==> src/rtl/clock_set_ctrl.sv <==
// clock_set_ctrl: mode and time-base controller for the digital clock.
// Derives the 1 Hz seconds tick, runs the RUN / SET_HR / SET_MIN mode
// machine, turns debounced button levels into one-cycle strobes for the
// hh:mm:ss counters and drives the blink enable of the field being set.
// Optional build macro CLOCK_AUTOREPEAT_EN adds auto-repeat on a held
// btn_inc; without it exactly one strobe is issued per btn_inc rise.
module clock_set_ctrl #(
    parameter int CLK_HZ = 50_000_000
) (
    input  logic       clk,
    input  logic       rst,
    input  logic       btn_mode,
    input  logic       btn_inc,
    output logic [1:0] mode,
    output logic       sec_tick,
    output logic       inc_hr,
    output logic       inc_min,
    output logic       clr_sec,
    output logic       blink
);
    localparam int PW = $clog2(CLK_HZ);
    localparam int BW = $clog2(CLK_HZ / 4);
    localparam logic [PW-1:0] PRESC_MAX = PW'(CLK_HZ - 1);
    localparam logic [BW-1:0] BLINK_MAX = BW'(CLK_HZ / 4 - 1);

    typedef enum logic [1:0] {
        RUN     = 2'd0,
        SET_HR  = 2'd1,
        SET_MIN = 2'd2
    } mode_t;

    mode_t         mode_q, mode_d;
    logic [PW-1:0] presc_q, presc_d;
    logic [BW-1:0] blink_cnt_q, blink_cnt_d;
    logic          blink_q, blink_d;
    logic          sec_tick_q, sec_tick_d;
    logic          inc_hr_q, inc_hr_d;
    logic          inc_min_q, inc_min_d;
    logic          clr_sec_q, clr_sec_d;
    // Button sample (_s) and previous sample (_p) used for rise detection
    logic          mode_s_q, mode_p_q;
    logic          inc_s_q, inc_p_q;
    logic          mode_rise, inc_rise, inc_fire, presc_wrap;

`ifdef CLOCK_AUTOREPEAT_EN
    // Hold counter: 1 on the rise, first repeat when it reaches CLK_HZ,
    // then reloaded so the next repeat lands CLK_HZ/4 cycles later.
    localparam int HW = $clog2(CLK_HZ) + 1;
    localparam logic [HW-1:0] HOLD_ONE    = HW'(1);
    localparam logic [HW-1:0] HOLD_MAX    = HW'(CLK_HZ);
    localparam logic [HW-1:0] HOLD_RELOAD = HW'(CLK_HZ - CLK_HZ / 4 + 1);
    logic [HW-1:0] hold_q, hold_d;
`endif

    // Next-state logic for the mode machine, time base, strobes and blink
    always_comb begin
        mode_rise = mode_s_q & ~mode_p_q;
        inc_rise  = inc_s_q & ~inc_p_q;

        mode_d = mode_q;
        if (mode_rise) begin
            case (mode_q)
                RUN:     mode_d = SET_HR;
                SET_HR:  mode_d = SET_MIN;
                default: mode_d = RUN;
            endcase
        end

        // Prescaler only runs while staying in RUN; leaving a set mode
        // restarts it from 0 so the next tick is a full second away.
        presc_wrap = (presc_q == PRESC_MAX);
        if (mode_q != RUN || mode_d != RUN) begin
            presc_d = '0;
        end else if (presc_wrap) begin
            presc_d = '0;
        end else begin
            presc_d = presc_q + 1'b1;
        end
        sec_tick_d = presc_wrap && mode_q == RUN && mode_d == RUN;

        clr_sec_d = mode_rise && mode_q == SET_MIN;

        // A simultaneous mode rise discards the increment
        inc_fire = inc_rise && !mode_rise && mode_q != RUN;
`ifdef CLOCK_AUTOREPEAT_EN
        hold_d = '0;
        if (inc_s_q && !mode_rise && mode_q != RUN) begin
            if (inc_rise) begin
                hold_d = HOLD_ONE;
            end else if (hold_q == HOLD_MAX) begin
                hold_d   = HOLD_RELOAD;
                inc_fire = 1'b1;
            end else if (hold_q != '0) begin
                hold_d = hold_q + 1'b1;
            end
        end
`endif
        inc_hr_d  = inc_fire && mode_q == SET_HR;
        inc_min_d = inc_fire && mode_q == SET_MIN;

        if (mode_d == RUN) begin
            blink_d     = 1'b0;
            blink_cnt_d = '0;
        end else if (mode_q == RUN) begin
            blink_d     = 1'b1;
            blink_cnt_d = '0;
        end else if (blink_cnt_q == BLINK_MAX) begin
            blink_d     = ~blink_q;
            blink_cnt_d = '0;
        end else begin
            blink_d     = blink_q;
            blink_cnt_d = blink_cnt_q + 1'b1;
        end
    end

    // State and registered outputs; reset loads the button history with the
    // live level so a button held through reset cannot produce a rise
    always_ff @(posedge clk) begin
        if (rst) begin
            mode_q      <= RUN;
            presc_q     <= '0;
            blink_cnt_q <= '0;
            blink_q     <= 1'b0;
            sec_tick_q  <= 1'b0;
            inc_hr_q    <= 1'b0;
            inc_min_q   <= 1'b0;
            clr_sec_q   <= 1'b0;
            mode_s_q    <= btn_mode;
            mode_p_q    <= btn_mode;
            inc_s_q     <= btn_inc;
            inc_p_q     <= btn_inc;
`ifdef CLOCK_AUTOREPEAT_EN
            hold_q      <= '0;
`endif
        end else begin
            mode_q      <= mode_d;
            presc_q     <= presc_d;
            blink_cnt_q <= blink_cnt_d;
            blink_q     <= blink_d;
            sec_tick_q  <= sec_tick_d;
            inc_hr_q    <= inc_hr_d;
            inc_min_q   <= inc_min_d;
            clr_sec_q   <= clr_sec_d;
            mode_s_q    <= btn_mode;
            mode_p_q    <= mode_s_q;
            inc_s_q     <= btn_inc;
            inc_p_q     <= inc_s_q;
`ifdef CLOCK_AUTOREPEAT_EN
            hold_q      <= hold_d;
`endif
        end
    end

    assign mode     = mode_q;
    assign sec_tick = sec_tick_q;
    assign inc_hr   = inc_hr_q;
    assign inc_min  = inc_min_q;
    assign clr_sec  = clr_sec_q;
    assign blink    = blink_q;
endmodule

==> config.mk <==
export PLATFORM = sky130hd
export DESIGN_NAME = clock_set_ctrl
export DESIGN_NICKNAME = d
export VERILOG_FILES = /design/src/rtl/clock_set_ctrl.sv
export SDC_FILE = /design/constraint.sdc
export NUM_CORES = 1
export LEC_CHECK = 0
export CAP_MARGIN = 20
export CORE_MARGIN = 2
export CORE_UTILIZATION = 35
export CTS_BUF_LIST = sky130_fd_sc_hd__clkbuf_8
export DETAILED_ROUTE_END_ITERATION = 8
export SLEW_MARGIN = 20
export SYNTH_ARGS = -nofsm -noshare
export SYNTH_HDL_FRONTEND = slang
export SYNTH_SLANG_ARGS = --single-unit
==> constraint.sdc <==
create_clock -name clk -period 2.2 [get_ports clk]
set_input_delay 0.44 -clock clk [delete_from_list [all_inputs] [get_ports clk]]
set_output_delay 0.44 -clock clk [all_outputs]
set_load 0.02 [all_outputs]
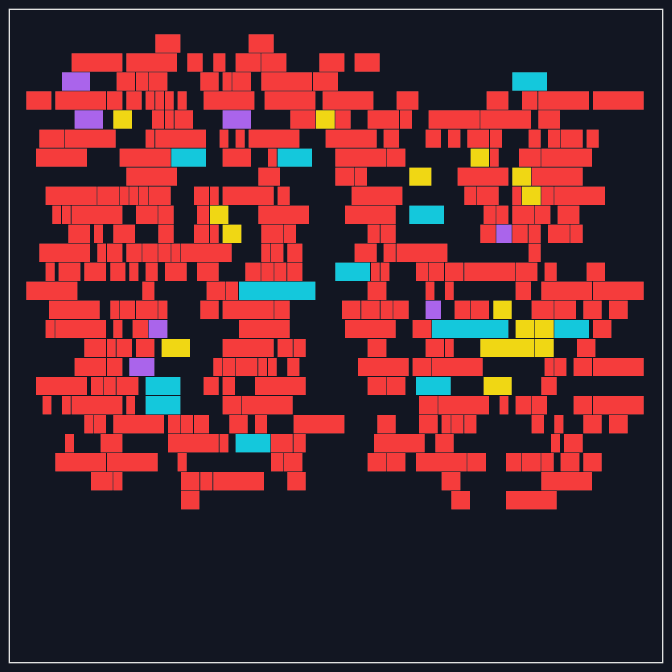
(images/drive_strength.png)
| colour | size | cells | share |
|---|---|---|---|
| yellow | drive 3 to 4 | 15 | 4.6% |
| cyan | drive 6 and up | 12 | 3.7% |
| red | drive 1 or less | 294 | 90% |
| purple | drive 2 | 7 | 2.1% |
design area: 0.00321 mm^2
setup ws final: 214 ps
Signal buffers: 19
P&R area growth vs syn: 15.3%

==> metrics.cfg <==
[clock_network]
numCtsBuffers=9
clk_pin_slew_ps=70

[synth]
synth_cell_types=42
syn_avg_cell_area_um2=9.01
synthArstFlopShare_pct=0

[timing]
fin_setup_tns_ps=0
tightest_slew_ps=465
relSlewSlack_pct=68.9
slew_violations=0

[pwr]
p_int_mw=1.82
p_leak_nw=0.941

[routing]
avgRoutedWirePerCell_um=12.8
dr_wl_met3_um=203
wl_met2_um=2570
vias=2319
drtIter0Drc=55

[worst_setup_path]
worstSetupPathType=reg2reg
crit_start=blink_cnt_q[0]
critPathMaxFanout=4
r2r_end=blink_cnt_q[22]
critPathCapture=blink_cnt_q[22]

[run]
tool_warnings=26

[grt]
grtUsageMet1_pct=17.3
use_met3_pct=5.80
grtUsageMet2_pct=22.3

[floorplanning]
io_pins=11

[finish]
comb_area_mm2=0.00144
clock_buffers=10
bufAreaShareNonClock_pct=5.22
comb_area_share_pct=44.9
seq_area_mm2=0.00122

[outcome]
status=completed

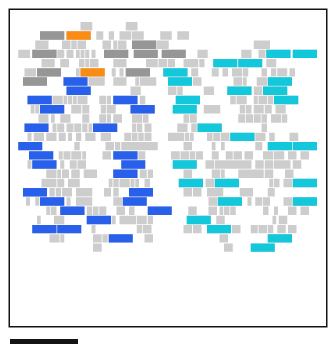
(images/registers.png)
Scale bar: 20 um. Other sequential cells in the stronger grey, the rest of the logic in the fainter grey.
| colour | netlist name | sequential cells |
|---|---|---|
| orange | mode | 2 |
| cyan | presc_q | 26 |
| blue | blink_cnt_q | 24 |
not coloured: 9

